<file path="src/rtl/mpu6050_uart_formatter_pkg.sv">
// Shared constants for the MPU6050 sample-to-UART line formatter.
//   - ASCII characters used in the fixed part of the line
//   - line lengths with and without the CR/LF terminator
//   - FSM state encoding (2-bit)
package mpu6050_uart_formatter_pkg;

  localparam logic [7:0] CH_X     = 8'h58;
  localparam logic [7:0] CH_Y     = 8'h59;
  localparam logic [7:0] CH_Z     = 8'h5A;
  localparam logic [7:0] CH_COLON = 8'h3A;
  localparam logic [7:0] CH_SP    = 8'h20;
  localparam logic [7:0] CH_CR    = 8'h0D;
  localparam logic [7:0] CH_LF    = 8'h0A;

  localparam int FRAME_LEN_CRLF   = 22;
  localparam int FRAME_LEN_NOCRLF = 20;

  typedef enum logic [1:0] {
    ST_IDLE = 2'd0,
    ST_LOAD = 2'd1,
    ST_SEND = 2'd2
  } state_t;

endpackage

</file>
<file path="src/rtl/mpu6050_uart_formatter_hex_nibble_ascii.sv">
// Combinational 4-bit value to ASCII hex digit.
//   nibble : value 0..15
//   ascii  : '0'..'9', then 'A'..'F' (HEX_UPPER=1) or 'a'..'f' (HEX_UPPER=0)
module mpu6050_uart_formatter_hex_nibble_ascii #(
  parameter int HEX_UPPER = 1
) (
  input  logic [3:0] nibble,
  output logic [7:0] ascii
);

  // 0x37 + 10 = 'A', 0x57 + 10 = 'a'
  localparam logic [7:0] ALPHA_BASE = (HEX_UPPER != 0) ? 8'h37 : 8'h57;

  always_comb begin
    if (nibble < 4'd10) begin
      ascii = 8'h30 + {4'd0, nibble};
    end else begin
      ascii = ALPHA_BASE + {4'd0, nibble};
    end
  end

endmodule

</file>
<file path="src/rtl/mpu6050_uart_formatter.sv">
// Captures one 6-byte MPU6050 accel sample (XH XL YH YL ZH ZL) and streams it
// to a UART as the ASCII line "X:hhhh Y:hhhh Z:hhhh" (+ "\r\n" if SEND_CRLF).
// Samples completing while a line is in flight are dropped and counted.
// Ports:
//   dev_clk, rst_n          clock, asynchronous active-low reset
//   in_valid/in_sof/in_data sample byte strobe, first-byte flag, byte
//   tx_valid/tx_ready/tx_data  character stream to the UART
//   busy                    a line is being emitted (state != IDLE)
//   frame_done              high on the cycle the last character is accepted
//   burst_err               1-cycle pulse: in_sof seen with a partial sample held
//   overrun_cnt             saturating count of dropped complete samples
//   dbg_state               current FSM state, for observation only
// Handshake: a character transfers on a cycle where tx_valid & tx_ready.
// Once tx_valid is high, tx_valid and tx_data hold until that transfer;
// only reset can withdraw tx_valid.
module mpu6050_uart_formatter
  import mpu6050_uart_formatter_pkg::*;
#(
  parameter int HEX_UPPER = 1,
  parameter int SEND_CRLF = 1,
  parameter int OVR_W     = 8
) (
  input  logic             dev_clk,
  input  logic             rst_n,
  input  logic             in_valid,
  input  logic             in_sof,
  input  logic [7:0]       in_data,
  output logic             tx_valid,
  input  logic             tx_ready,
  output logic [7:0]       tx_data,
  output logic             busy,
  output logic             frame_done,
  output logic             burst_err,
  output logic [OVR_W-1:0] overrun_cnt,
  output logic [1:0]       dbg_state
);

  localparam int         FRAME_LEN = (SEND_CRLF != 0) ? FRAME_LEN_CRLF : FRAME_LEN_NOCRLF;
  localparam logic [4:0] LAST_CIDX = 5'(FRAME_LEN - 1);

  logic [2:0]       bidx;
  logic [5:0][7:0]  cap;
  logic [47:0]      frame;
  state_t           state;
  logic [4:0]       cidx;

  logic sof_byte, data_byte, sample_done, accept;

  assign sof_byte    = in_valid & in_sof;
  assign data_byte   = in_valid & ~in_sof & (bidx < 3'd6);
  assign sample_done = data_byte & (bidx == 3'd5);
  assign accept      = (state == ST_SEND) & tx_ready;

  // Capture path: bidx parks at 6 after a full sample until the next sof.
  always_ff @(posedge dev_clk or negedge rst_n) begin
    if (!rst_n) begin
      bidx      <= 3'd0;
      cap       <= '0;
      burst_err <= 1'b0;
    end else begin
      burst_err <= sof_byte & (bidx != 3'd0) & (bidx < 3'd6);
      if (sof_byte) begin
        cap[0] <= in_data;
        bidx   <= 3'd1;
      end else if (data_byte) begin
        cap[bidx] <= in_data;
        bidx      <= bidx + 3'd1;
      end
    end
  end

  // Any sample completing outside IDLE is dropped, including on the cycle
  // the last character is accepted.
  always_ff @(posedge dev_clk or negedge rst_n) begin
    if (!rst_n) begin
      overrun_cnt <= '0;
    end else if (sample_done && (state != ST_IDLE) && (overrun_cnt != '1)) begin
      overrun_cnt <= overrun_cnt + 1'b1;
    end
  end

  // LOAD copies the capture buffer one edge after completion; a new sof byte
  // landing on that same edge is not yet visible, so the frame stays intact.
  always_ff @(posedge dev_clk or negedge rst_n) begin
    if (!rst_n) begin
      state <= ST_IDLE;
      frame <= '0;
      cidx  <= 5'd0;
    end else begin
      case (state)
        ST_IDLE: if (sample_done) state <= ST_LOAD;
        ST_LOAD: begin
          frame <= {cap[0], cap[1], cap[2], cap[3], cap[4], cap[5]};
          cidx  <= 5'd0;
          state <= ST_SEND;
        end
        ST_SEND: begin
          if (accept) begin
            if (cidx == LAST_CIDX) begin
              cidx  <= 5'd0;
              state <= ST_IDLE;
            end else begin
              cidx <= cidx + 5'd1;
            end
          end
        end
        default: state <= ST_IDLE;
      endcase
    end
  end

  // Nibble k (0 = XH[7:4] .. 11 = ZL[3:0]) for the hex positions of the line.
  logic [3:0] nib_k, nib;
  logic [7:0] hex_ch, ch;

  always_comb begin
    nib_k = 4'd0;
    if (cidx >= 5'd16)     nib_k = 4'(cidx - 5'd8);
    else if (cidx >= 5'd9) nib_k = 4'(cidx - 5'd5);
    else if (cidx >= 5'd2) nib_k = 4'(cidx - 5'd2);
  end

  assign nib = 4'(frame >> {4'(4'd11 - nib_k), 2'b00});

  mpu6050_uart_formatter_hex_nibble_ascii #(
    .HEX_UPPER (HEX_UPPER)
  ) u_hex (
    .nibble (nib),
    .ascii  (hex_ch)
  );

  always_comb begin
    case (cidx)
      5'd0:                ch = CH_X;
      5'd7:                ch = CH_Y;
      5'd14:               ch = CH_Z;
      5'd1, 5'd8, 5'd15:   ch = CH_COLON;
      5'd6, 5'd13:         ch = CH_SP;
      5'd20:               ch = CH_CR;
      5'd21:               ch = CH_LF;
      default:             ch = hex_ch;
    endcase
  end

  assign tx_valid   = (state == ST_SEND);
  assign tx_data    = (state == ST_SEND) ? ch : 8'h00;
  assign busy       = (state != ST_IDLE);
  assign frame_done = accept & (cidx == LAST_CIDX);
  assign dbg_state  = state;

endmodule

</file>
<file path="config.mk">
export PLATFORM = sky130hd
export DESIGN_NAME = mpu6050_uart_formatter
export DESIGN_NICKNAME = d
export VERILOG_FILES = /design/src/rtl/mpu6050_uart_formatter_pkg.sv /design/src/rtl/mpu6050_uart_formatter_hex_nibble_ascii.sv /design/src/rtl/mpu6050_uart_formatter.sv
export SDC_FILE = /design/constraint.sdc
export NUM_CORES = 1
export LEC_CHECK = 0
export CORE_MARGIN = 2
export CORE_UTILIZATION = 45
export CTS_CLUSTER_DIAMETER = 60
export CTS_CLUSTER_SIZE = 8
export DETAILED_ROUTE_END_ITERATION = 6
export GPL_ROUTABILITY_DRIVEN = 0
export PLACE_DENSITY = 0.73
export SLEW_MARGIN = 20
export SYNTH_ARGS = -nofsm -noshare
export SYNTH_HDL_FRONTEND = slang
export SYNTH_SLANG_ARGS = --single-unit
</file>
<file path="constraint.sdc">
create_clock -name dev_clk -period 12.3 [get_ports dev_clk]
set_clock_uncertainty 0.1 [all_clocks]
set_input_delay 1.845 -clock dev_clk [delete_from_list [all_inputs] [get_ports dev_clk]]
set_output_delay 1.845 -clock dev_clk [all_outputs]
set_load 0.02 [all_outputs]
</file>
==> summary.txt, run 1 <==
Item: results of the latest flow run.

- The run finished with clean final reports.
- The number of maximum-capacitance constraint violations is 0.
- Yosys reports a chip area of 0.00570 mm2.
- The critical path crosses 13 cells after its start point.
- Setup repair after global routing left no endpoint under its margin.
- The setup TNS after final layout is 0 ns.
- The synthesized design contains 115 register bits.
- The width of the die is 117 um.
- The TritonCTS buffer count is 17.
- The internal power consumption is 0.00102 W.
- After synthesis, the share of flip-flops with an asynchronous set or reset is 1.00.
- The worst VDD IR drop from the latest analysis is 139 uV.
- At the later pin of the worst-skew pair, clock insertion delay measures 0.41 ns.
- The analysis attributes to net switching a power of 0.000558 W.
- For this run, global-route usage on met3 was measured as 0.0477.
- The count of synthesis-stage warnings from yosys is 0.
- The number of max-slew violations in the final report is 0.
- Per the hold report, the tightest min-delay path originates at overrun_cnt[5]$_DFFE_PN0P_.
- The layout cell share with drive strength beyond 1 is 0.312.
- The largest net degree at the start of global routing is 64.
- The power report attributes to the sequential group a share of 0.342.
- The final period utilization is 0.585.
- The number of sinks handled by clock tree synthesis is 115.
- OpenROAD emitted warnings numbering 36.
- The floorplan report gives the top-level pin count as 35.
- The count of final setup violators is 0.
- The report lists the cells along the critical path as inv_1 -> ha_1 -> nor4b_1 -> a211oi_2 -> nand2_2 -> mux2i_1 -> mux2i_1 -> mux2_2 -> a21oi_1 -> ha_1 -> a211o_1 -> a31oi_1 -> clkdlybuf4s50_1.
- After synthesis, the design contains 458 cells according to Yosys.
- The clock slew at the register clock pins of the worst setup and hold paths is 0.05 ns.
- The final count of hold timing violations is 0.
- For reference, the top logic cell family by area is multiplexers.
- In this run the layout overhead on the synthesized area is reported as 18.3%.
- The capturing element type of the critical path is an output port.
- The highest routed metal layer is met4.
- The post-CTS setup-driven buffer insertion count is 0.
- The sum of net half-perimeters after detailed placement is 7960 um.
- The cell count of the worst reg-to-reg path is 6.
- The hold slack is 0.394 ns.
- TritonCTS built the clock tree.
- On the critical path the data arrives at 5.25 ns.
- The overflow left after global routing is 0.
- Including well taps, the total number of placed cells is 647.
- The worst setup path is of the reg -> out kind.
- The length of routed wiring on met1 is 5340 um.
- The tree is rooted in a sky130_fd_sc_hd__clkbuf_16.
- The origin of the worst setup path is cidx[2]$_DFFE_PN0P_.
- The endpoint of the worst hold path is reported as overrun_cnt[5]$_DFFE_PN0P_.
- The overall fraction of global-route tracks in use is 0.191.
- The wire length on met2 is 5820 um.
- The areal power density over the cells is 234 mW/mm2.
- Routing resource usage on met2 recorded by global route was 0.310.
- The worst setup path is launched from a flip-flop.
- The critical register-to-register path startpoint is cidx[1]$_DFFE_PN0P_.
- The final setup slack of the worst path is 5.11 ns.
- After synthesis, the mean cell area works out to 12.5 um2.
- Among all stages on the critical path, the largest delay is contributed by sky130_fd_sc_hd__dfrtp_1.
- The number of stages on the worst hold path is 1.
- The portion of synthesized area spent on multiplexers is 0.243.
- The cell area reported after detailed placement is 0.00618 mm2.
- The final cell utilization of the core is 0.539.
- The net count after synthesis is 487.
[run 1: cell usage after synthesis, types with 3 or more instances]
library cell               number  share of area
sky130_fd_sc_hd__a211o_1        3         0.0046
sky130_fd_sc_hd__a21oi_1       19          0.017
sky130_fd_sc_hd__a221oi_1       3         0.0046
sky130_fd_sc_hd__a31oi_1        6         0.0066
sky130_fd_sc_hd__and3_1         7         0.0077
sky130_fd_sc_hd__buf_6          3         0.0059
sky130_fd_sc_hd__clkbuf_1      12         0.0079
sky130_fd_sc_hd__dfrtp_1      115           0.50
sky130_fd_sc_hd__ha_1          16          0.035
sky130_fd_sc_hd__inv_1         12         0.0079
sky130_fd_sc_hd__mux2_2       107           0.21
sky130_fd_sc_hd__mux2i_1       18          0.032
sky130_fd_sc_hd__nand2_1       20          0.013
sky130_fd_sc_hd__nand2b_1       5         0.0055
sky130_fd_sc_hd__nand3_1       14          0.012
sky130_fd_sc_hd__nand4_1        9         0.0099
sky130_fd_sc_hd__nor2_1         8         0.0053
sky130_fd_sc_hd__nor2b_1        4         0.0044
sky130_fd_sc_hd__nor3_1         6         0.0053
sky130_fd_sc_hd__nor3b_1        3         0.0039
sky130_fd_sc_hd__o21ai_0       12          0.011
sky130_fd_sc_hd__o22ai_1        4         0.0044
sky130_fd_sc_hd__xnor2_1        6         0.0092
[run 1: power groups by stage]
stage	sequential, W	clock (W)	combinational [W]
finish	0.000540	0.000464	0.000576
global placement	0.000537	0	0.000550
global route	0.000553	0.000489	0.000630
floorplan	0.000512	0	0.000454
CTS	0.000539	0.000471	0.000574
detailed placement	0.000544	0	0.000571
[run 1: registers in the layout (all words and copies together) (netlist names)]
register     count
burst_err        1
cap             48
dbg_state        2
overrun_cnt      8
cidx             5
frame           48
bidx             3
[run 1: cells in the final DEF, fill, tap and decap left out, types with 5 or more instances in the layout]
master	count
sky130_fd_sc_hd__a21oi_1	19
sky130_fd_sc_hd__nand3_1	14
sky130_fd_sc_hd__mux2_2	107
sky130_fd_sc_hd__inv_1	12
sky130_fd_sc_hd__nand4_1	9
sky130_fd_sc_hd__o21ai_0	12
sky130_fd_sc_hd__xnor2_1	6
sky130_fd_sc_hd__nor3_1	6
sky130_fd_sc_hd__mux2i_1	18
sky130_fd_sc_hd__a31oi_1	6
sky130_fd_sc_hd__clkbuf_16	17
sky130_fd_sc_hd__clkdlybuf4s50_1	32
sky130_fd_sc_hd__nand2b_1	5
sky130_fd_sc_hd__nand2_1	20
sky130_fd_sc_hd__and3_1	7
sky130_fd_sc_hd__buf_4	5
sky130_fd_sc_hd__nor2_1	8
sky130_fd_sc_hd__ha_1	16
sky130_fd_sc_hd__clkinv_2	5
sky130_fd_sc_hd__dfrtp_1	115
[run 1: layout make-up]
class / instances / area share
inverter: 12 / 0.00668
tap: 172 / 0.0319
sequential: 115 / 0.427
clock inverter: 9 / 0.0119
timing repair buffer: 37 / 0.0531
clock buffer: 22 / 0.0718
multi-input combinational: 311 / 0.398
[run 1: cell families after synthesis]
group	after synthesis
fa+ha+maj	16
other cells	1
mux	125
xor+xnor	8
buf+inv	32
simple gates	89
flops	115
compound gates	72
Figure 1. Metal 1 (run 1).
Cells faint in the background.
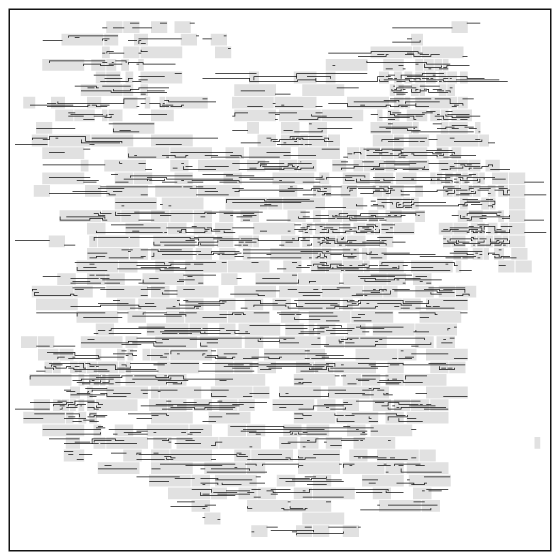
nets with wire on the layer	476
longest straight run	34.0 um
detailed-route via count: 3814
aggregate routed wire length: 11800 um
met1 Usage GRT: 0.248

Figure 2. M2 wires (run 1).
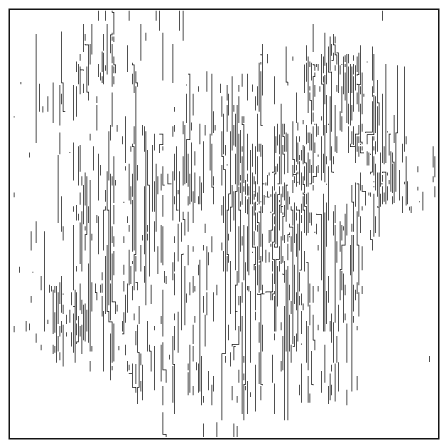
longest straight run	50.1 um
share of all routed wire	49%
wire length on this layer	5820 um
main direction	vertical
nets with wire on the layer	477

Figure 3. Signal wires on met4 (run 1).
Cells faint in the background.
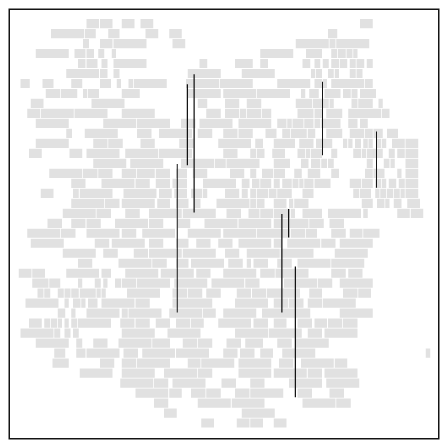
wire length on this layer	203 um
main direction	vertical
longest straight run	40.1 um

Figure 4. Routing congestion (run 1).
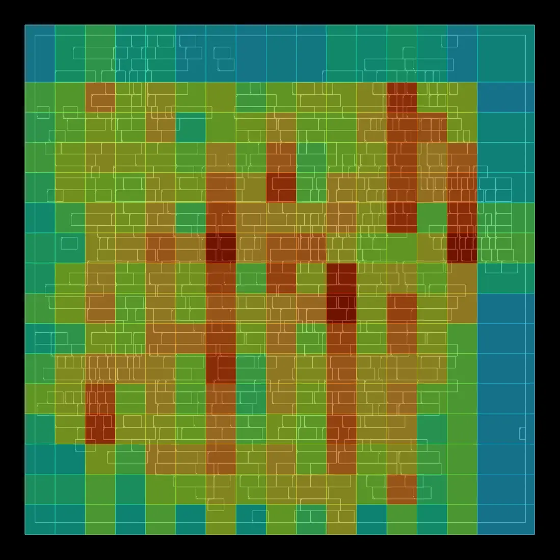

## Run 2: what changed since run 1
PLACE_DENSITY = 0.76   (was 0.73)
clock period = 5.9 ns   (was 12.3 ns; I/O delays follow)
Figure 5. Routing congestion (run 2).
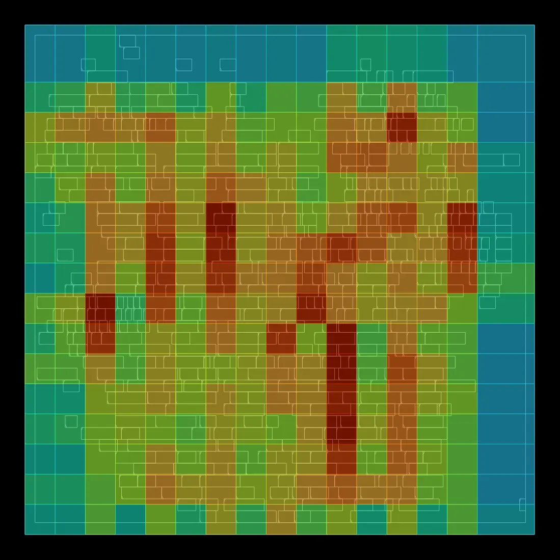
global-route usage over all layers: 0.199
gr busiest metal: met2
met1 Usage GRT: 0.256
met3 usage in global routing: 0.0462

Figure 6. Cell area per tile (run 2).
Bar = 20 um. 12 x 12 tiles, from dark blue (low) to red (high), 0 to 100% covered.
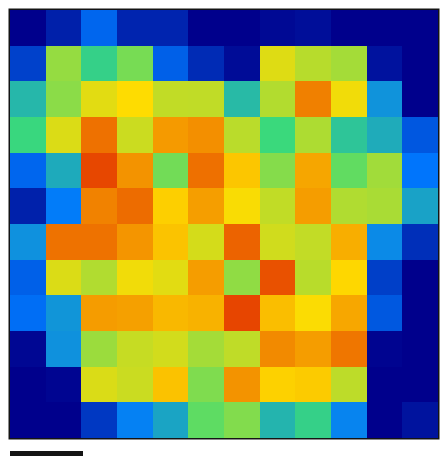
mean over tiles	49%
emptiest ninth of the die	upper right
fullest tile	92%
nearly empty tiles	15%
effective utilization at floorplan: 0.456
Std-Cell Core Area: 0.0125 mm2
core occupancy in the finished layout: 0.548

==> run 2 against run 1 <==
Against the previous run:
- highest routed layer unchanged
- largest cell class unchanged
- area after synthesis stayed put
- design area is 1.8% higher
- non-clock buffer count is 4 higher
- count of clock-buffer cells in the layout stayed put
- worst hold slack worse by 0.046 ns
==> summary.txt, run 2 <==
Item: results of the latest flow run.

- Most instantiated cells after synthesis: 115 x sky130_fd_sc_hd__dfrtp_1, 107 x sky130_fd_sc_hd__mux2_2, 20 x sky130_fd_sc_hd__nand2_1 (unchanged).
- The kind of cell adding the most delay to the critical path is AND-OR/OR-AND gates (was simple AND/OR/NAND/NOR gates).
- The signal arrival time at the worst endpoint was 4.64 ns (was 5.25 ns).
- The post-synthesis xor/xnor area fraction is 0.0123 (unchanged).
- The critical register-to-register path startpoint is dbg_state[0]$_DFFE_PN0P_ (was cidx[1]$_DFFE_PN0P_).
- Registers with the highest flip-flop counts: cap x48, frame x48, overrun_cnt x8 (unchanged).
- The capturing element type of the critical path is an output port (unchanged).
- The layout cell share with drive strength beyond 1 came to 0.322 (was 0.312).
- The final routed wire length divided by cell count is 18.4 um (was 17.4 um).
- The peak supply drop is 240 uV (was 139 uV).
- The areal power density over the cells was 509 mW/mm2 (was 234 mW/mm2).
- Crit path cell chain: inv_1 -> ha_1 -> or2b_4 -> a32oi_4 -> nand2_4 -> mux2_2 -> nor2_1 -> a2111oi_0 -> a21oi_1 -> ha_1 -> a211o_1 -> a31oi_1 -> clkdlybuf4s50_1 (was inv_1 -> ha_1 -> nor4b_1 -> a211oi_2 -> nand2_2 -> mux2i_1 -> mux2i_1 -> mux2_2 -> a21oi_1 -> ha_1 -> a211o_1 -> a31oi_1 -> clkdlybuf4s50_1).
- The worst stage delay on the critical path was 0.63 ns (was 0.64 ns).
- The hold slack is 0.348 ns (was 0.394 ns).
- The clock tree from TritonCTS is done (unchanged).
- The number of max-slew violations in the final report is 0 (unchanged).
- The row count came to 41 (unchanged).
- The count of H-tree levels built during CTS is 4 (unchanged).
- The detailed-routing iteration count for the pre-antenna-repair pass is 4 (unchanged).
- The stage-log warning count is 36 (unchanged).
- The origin of the worst setup path is cidx[1]$_DFFE_PN0P_ (was cidx[2]$_DFFE_PN0P_).
- The overall power came to 0.00349 W (was 0.00158 W).
- The top logic cell family in the synthesized netlist is multiplexers (unchanged).
- The logic depth of the worst setup path including buffers is 13 (unchanged).
- The number of cells in Yosys stat was 458 (unchanged).
- The post-detailed-routing wire length came to 12500 um (was 11800 um).
- The gate count after technology mapping came to 458 (unchanged).
- The width of the die is 117 um (unchanged).
- The overflow left after global routing is 0 (unchanged).
- The slew of the pin with the lowest slew margin is 0.996 ns (was 0.911 ns).
- The number of antenna violations at the first check in global routing is 0 (unchanged).
- The number of nets at floorplan is 487 (unchanged).
- Outcome: finished, final reports clean (unchanged).
- The final count of hold timing violations was 0 (unchanged).
- The average cell area after synthesis is 12.5 um2 (unchanged).
- The startpoint class of the critical path is a flip-flop (unchanged).
- Commonest cells after routing, fill and taps aside: 115 x sky130_fd_sc_hd__dfrtp_1, 107 x sky130_fd_sc_hd__mux2_2, 32 x sky130_fd_sc_hd__clkdlybuf4s50_1 (unchanged).
- The TritonCTS buffer count is 17 (unchanged).
- The largest net degree at the start of global routing came to 78 (was 64).
- The critical path data required time is 4.91 ns (was 10.35 ns).
- The top fanout value on the critical path came to 17 (was 21).
- The clock latency at the later pin of the worst-skew pair is 0.42 ns (was 0.41 ns).
- The static leakage power is 3.07 nW (was 3.03 nW).
- The count of inserted antenna diode cells is 0 (unchanged).
- The top logic cell by instance count in the layout is sky130_fd_sc_hd__dfrtp_1 (unchanged).
- The number of sinks handled by clock tree synthesis was 115 (unchanged).
- The root buffer cell is sky130_fd_sc_hd__clkbuf_16 (unchanged).
- The cell type with the largest total area is sky130_fd_sc_hd__dfrtp_1 (unchanged).
- The total I/O pin count is 35 (unchanged).
- The synthesized-area fraction occupied by ao, oa, aoi and oai cells is 0.0913 (unchanged).
- The count of synthesis-stage warnings from yosys came to 0 (unchanged).
- The hold buffer count at CTS was 0 (unchanged).
- The most frequent cell after synthesis is sky130_fd_sc_hd__dfrtp_1 (unchanged).
- The cell count of the worst reg-to-reg path came to 3 (was 6).
- The setup TNS after final layout was 0 ns (unchanged).
- The number of maximum-capacitance constraint violations is 0 (unchanged).
- The signed area change from the synthesized netlist to the final layout is 20.3% (was 18.3%).
- The number of global-route vias before repair is 3958 (was 3943).
- The chip area is 0.0136 mm2 (unchanged).
- The remaining antenna violation count is 0 (unchanged).
- RSZ-0062 raised after global routing: no (unchanged).
- The multiplexer share of the synthesized area is 0.243 (unchanged).
- The share of synthesized area occupied by flip-flops and latches is 0.505 (unchanged).
- The path category of the worst min-delay check was in -> async (was reg -> reg).
- Largest cells by area: sky130_fd_sc_hd__dfrtp_1 50%, sky130_fd_sc_hd__mux2_2 21%, sky130_fd_sc_hd__ha_1 3.5% (unchanged).
- The top-area cell type share of the netlist area came to 0.505 (unchanged).
- The proportion of register bits with asynchronous set or reset after synthesis is 1.00 (unchanged).
- The share of synthesized cell area in and, or, nand and nor gates is 0.0871 (unchanged).
- The final timing summary puts the cycle share of the worst path at 0.953.
- The post-synthesis register bit count is 115 (unchanged).
- The summed instance area of the synthesized netlist is 0.00570 mm2 (unchanged).
- The die span in y is 117 um (unchanged).
- The flip-flop cell with the highest count after synthesis is sky130_fd_sc_hd__dfrtp_1 (unchanged).
- The final net count is 527 (was 523).
- The class of the most critical setup path was reg -> out (unchanged).
- The count of unresolved DRC violations after routing came to 0 (unchanged).
- The routed via count is 3900 (was 3814).
- The sum of net half-perimeters after detailed placement is 8310 um (was 7960 um).
- The chip area in the Yosys report came to 0.00570 mm2 (unchanged).
- The library cell contributing the largest single delay on the critical path was sky130_fd_sc_hd__clkdlybuf4s50_1 (was sky130_fd_sc_hd__dfrtp_1).
- The clock slew at the register clock pins of the worst setup and hold paths is 0.06 ns (was 0.05 ns).
- The adder-cell area share of the yosys netlist came to 0.0351 (unchanged).
- The count of final setup violators came to 0 (unchanged).
- The number of vias per cell is 5.72 (was 5.63).
- The number of distinct library cells after synthesis is 62 (unchanged).
-- run 2: cell counts after synthesis --
No cell type changed its count.
-- run 2: worst paths after layout --
path,endpoint,slack [ns]
min in group dev_clk,cap[7]$_DFFE_PN0P_,0.40
worst max register to register,frame[41]$_DFFE_PN0P_,3.52
worst min-delay path,burst_err$_DFF_PN0_,0.35
worst min register to register,cap[7]$_DFFE_PN0P_,0.40
worst max-delay path,tx_data[1],0.28
max in group asynchronous,cap[27]$_DFFE_PN0P_,4.02
-- run 2: cell type report --
cell class	instances	area [um2]
Clock buffer	22	474
Tap cell	172	215
Clock inverter	9	153
Inverter	12	45.0
Timing Repair Buffer	41	388
Fill cell	1063	5650
Sequential cell	115	2880
Multi-Input combinational cell	311	2710
-- run 2: repair_timing --
action | in CTS | in global routing
buffers inserted | 0 | 2
setup endpoints to repair | 1 | 4
gates resized | 1 | 5
pin swaps | 0 | 1
-- run 2: cells by family after synthesis --
group           count (synthesis)
flops                         115
mux                           125
fa+ha+maj                      16
buf+inv                        32
xor+xnor                        8
simple gates                   89
compound gates                 72
other cells                     1
-- run 2: through the flow --
stage                     utilization  area (um2)  setup slack, ns  std cells
after detailed placement        0.495        6190            0.460        649
after global placement          0.495        6190            0.686        649
after floorplan                     -        5700             1.30        458
final                           0.548        6860            0.279        682
after CTS                       0.545        6830            0.102        680
after global routing            0.548        6860           0.0422        682
-- run 2: worst reg2reg max path, cell delays in order (launching register included) --
cell and delay [ns]:
sky130_fd_sc_hd__dfrtp_1 0.57, sky130_fd_sc_hd__nor2b_4 0.71, sky130_fd_sc_hd__buf_4 0.49, sky130_fd_sc_hd__mux2_2 0.40
-- run 2: layer usage --
metal / share of wire / vias up / global-route usage / wire length [um]
met3: 0.040 / 25 / 0.0462 / 507
met4: 0.018 / 0 / 0.0776 / 229
li1: - / 1779 / - / -
met2: 0.49 / 113 / 0.328 / 6100
met5: 0 / - / 0 / 0
met1: 0.45 / 1983 / 0.256 / 5700
-- run 2: where the power goes --
group / switching, W / internal, W
sequential: 0.000157 / 0.000964
clock: 0.000356 / 0.000736
combinational: 0.000695 / 0.000583
Figure 7. M2 wires (run 2).
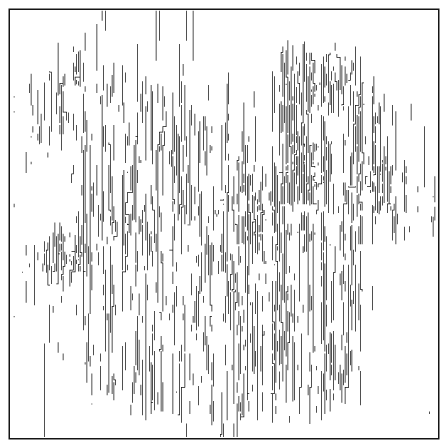

## Run 3: what changed since run 2
ABC_CLOCK_PERIOD_IN_PS = 5900   (was unset)
MAX_ROUTING_LAYER = met4   (was unset)
PLACE_DENSITY = 0.66   (was 0.76)
Figure 8. M2 wires (run 3).
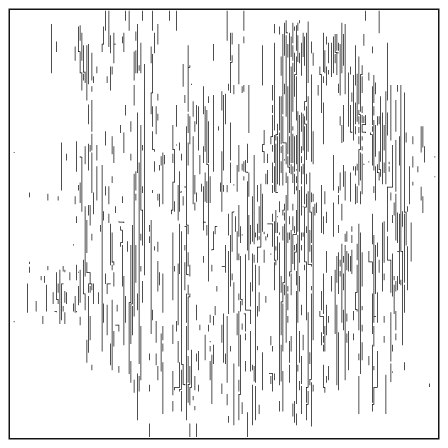
nets with wire on the layer	459
share of all routed wire	48%
longest straight run	57.5 um
main direction	vertical
wire length on this layer	5620 um

Figure 9. Signal wires on met4 (run 3).
Cells faint in the background.
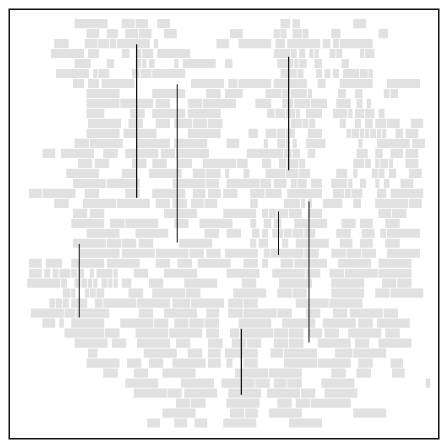
wire length on this layer	202 um
main direction	vertical
longest straight run	42.8 um
share of all routed wire	1.7%
nets with wire on the layer	4

==> run 3 against run 2 <==
Against the previous run:
- via count shrank 4.6%
- combinational power is essentially flat
- sequential cell count did not move
- maximum frequency is 0.12% lower
- die size is the same
- count of clock-buffer cells in the layout is 1 lower
- worst hold slack gained 0.010 ns
==> summary.txt, run 3 <==
Item: results of the latest flow run.

- The count of inserted antenna diode cells came to 0 (unchanged).
- The part of the total power dissipated in the clock network came to 0.308 (was 0.313).
- The count of unresolved DRC violations after routing is 0 (unchanged).
- The number of sinks handled by clock tree synthesis was 115 (unchanged).
- The signal arrival time at the worst endpoint came to 4.64 ns (about the same).
- The TritonCTS buffer count came to 17 (unchanged).
- The cell count of the worst reg-to-reg path is 7 (was 3).
- The average cell area after synthesis is 12.5 um2 (unchanged).
- The path category of the worst min-delay check is in -> async (unchanged).
- The detailed-routing iteration count for the pre-antenna-repair pass is 4 (unchanged).
- The floorplan-stage core utilization was 0.456 (unchanged).
- The final setup slack of the worst path is 0.272 ns (was 0.279 ns).
- The critical path data required time was 4.91 ns (about the same).
- The combinational share of power is 0.369 (was 0.366).
- Most instantiated cells after synthesis: 115 x sky130_fd_sc_hd__dfrtp_1, 107 x sky130_fd_sc_hd__mux2_2, 20 x sky130_fd_sc_hd__nand2_1 (unchanged).
- The register-to-register setup slack is 3.57 ns (was 3.52 ns).
- The post-detailed-routing wire length is 11700 um (was 12500 um).
- Outcome: finished, final reports clean (unchanged).
- The overflow left after global routing came to 0 (unchanged).
- The number of max-slew violations in the final report is 0 (unchanged).
- The count of synthesis-stage warnings from yosys is 0 (unchanged).
- The proportion of register bits with asynchronous set or reset after synthesis is 1.00 (unchanged).
- The overall fraction of global-route tracks in use is 0.193 (was 0.199).
- The number of global-route vias before repair was 3736 (was 3958).
- The final net count is 526 (was 527).
- The number of inserted filler cells in the final layout came to 1102 (was 1063).
- The post-CTS setup-driven buffer insertion count was 0 (unchanged).
- The top fanout value on the critical path is 11 (was 17).
- The slew of the pin with the lowest slew margin was 0.889 ns (was 0.996 ns).
- The number of cells in Yosys stat was 458 (unchanged).
- The largest net degree at the start of global routing came to 72 (was 78).
- The logic area was 0.00272 mm2 (was 0.00271 mm2).
- The post-synthesis register bit count is 115 (unchanged).
- RSZ-0062 raised after global routing: no (unchanged).
- The minimum setup slack after placement is 0.517 ns (was 0.460 ns).
- The sum of net half-perimeters after detailed placement is 7980 um (was 8310 um).
- The internal power consumption is 0.00224 W (was 0.00228 W).
- The summed instance area of the synthesized netlist is 0.00570 mm2 (unchanged).
- The final count of hold timing violations is 0 (unchanged).
- The final period utilization is 0.954 (was 0.953).
- The capturing element type of the critical path is an output port (unchanged).
- The static leakage power is 3.06 nW (was 3.07 nW).
- The clock slew at the register clock pins of the worst setup and hold paths is 0.06 ns (about the same).
- The layout cell share with drive strength beyond 1 was 0.321 (was 0.322).
- The net switching fraction of the power is 0.343 (was 0.346).
- The number of distinct library cells after synthesis is 62 (unchanged).
- The peak supply drop is 287 uV (was 240 uV).
- The root buffer cell is sky130_fd_sc_hd__clkbuf_16 (unchanged).
- The total I/O pin count is 35 (unchanged).
- The clock latency at the later pin of the worst-skew pair is 0.42 ns (about the same).
- The switching power is 0.00117 W (was 0.00121 W).
- The routed via count was 3721 (was 3900).
- The gate count after technology mapping is 458 (unchanged).
- The row count is 41 (unchanged).
- The proportion of power drawn by flip-flops and latches came to 0.323 (was 0.321).
- The chip area came to 0.0136 mm2 (unchanged).
- The endpoint of the lowest-slack register-to-register path is cidx[1]$_DFFE_PN0P_ (was frame[41]$_DFFE_PN0P_).
- The startpoint class of the critical path is a flip-flop (unchanged).
- The final routed wire length divided by cell count is 17.2 um (was 18.4 um).
- The number of vias per cell is 5.47 (was 5.72).
- The remaining antenna violation count came to 0 (unchanged).
- The register cell area after layout is 0.00288 mm2 (unchanged).
- The flip-flop cell with the highest count after synthesis is sky130_fd_sc_hd__dfrtp_1 (unchanged).
- The chip area in the Yosys report is 0.00570 mm2 (unchanged).
- The number of antenna violations at the first check in global routing came to 0 (unchanged).
- The count of final setup violators is 0 (unchanged).
[run 3: logic make-up (layout without fill, tap and decap cells)]
group,after synthesis,after routing,share of synthesized area
AND-OR/OR-AND,72,72,0.0913
flip-flops,115,115,0.505
multiplexers,125,125,0.243
adder cells (fa/ha/maj),16,16,0.0351
AND/OR/NAND/NOR,89,89,0.0871
buffers and inverters,32,82,0.0261
other,1,1,0.000658
XOR/XNOR,8,8,0.0123
[run 3: power groups by stage]
stage               registers (W)  clock network [W]  logic [W]
CTS                       0.00110            0.00107    0.00123
detailed placement        0.00111                  0    0.00123
floorplan                 0.00107                  0   0.000946
global placement          0.00110                  0    0.00119
global route              0.00113            0.00111    0.00137
finish                    0.00110            0.00105    0.00126
[run 3: timing repair]
item | in CTS | in global routing
gates resized | 0 | 6
hold buffers | 0 | 0
setup endpoints to repair | 0 | 7
[run 3: area by class of cell]
cell class,count,share of cell area
Sequential cell,115,0.420
Multi-Input combinational cell,311,0.397
Clock buffer,21,0.0702
Timing Repair Buffer,40,0.0556
Tap cell,172,0.0314
Clock inverter,9,0.0188
Inverter,12,0.00658
[run 3: per-layer routing]
metal,part of all wire,wire [um],track usage
met1,0.47,5490,0.245
met2,0.48,5620,0.297
met3,0.035,406,0.0509
met4,0.017,201,0.0776
met5,0,0,-
[run 3: worst max path at each step]
stage / startpoint / slack (ns) / end
after floorplan: cidx[2]$_DFFE_PN0P_ / 1.30 / tx_data[1]
after global placement: cidx[1]$_DFFE_PN0P_ / 0.69 / tx_data[6]
after detailed placement: cidx[1]$_DFFE_PN0P_ / 0.52 / tx_data[6]
after CTS: cidx[1]$_DFFE_PN0P_ / 0.05 / tx_data[6]
after global routing: cidx[1]$_DFFE_PN0P_ / 0.007 / tx_data[1]
final: cidx[1]$_DFFE_PN0P_ / 0.27 / tx_data[1]
[run 3: worst max-delay path, stage by stage (launching register included)]
cell and delay, ns:
sky130_fd_sc_hd__dfrtp_1 0.51, sky130_fd_sc_hd__inv_1 0.23, sky130_fd_sc_hd__ha_1 0.29, sky130_fd_sc_hd__or2b_4 0.27
sky130_fd_sc_hd__nand4_1 0.10, sky130_fd_sc_hd__a311o_1 0.47, sky130_fd_sc_hd__and2_4 0.26, sky130_fd_sc_hd__mux2i_1 0.13
sky130_fd_sc_hd__mux2_2 0.27, sky130_fd_sc_hd__a21oi_1 0.32, sky130_fd_sc_hd__ha_1 0.30, sky130_fd_sc_hd__a211o_1 0.26
sky130_fd_sc_hd__a31oi_1 0.18, sky130_fd_sc_hd__clkdlybuf4s50_1 0.64
[run 3: through the flow]
stage / cell area [um2] / utilization / hold WS, ns / std cells
floorplan: 5700 / - / 0.372 / 458
global placement: 6200 / 0.496 / 0.379 / 650
detailed placement: 6200 / 0.496 / 0.387 / 650
CTS: 6810 / 0.544 / 0.367 / 680
global route: 6850 / 0.547 / 0.398 / 680
finish: 6850 / 0.547 / 0.358 / 680
Power and IR drop assume default switching activity.
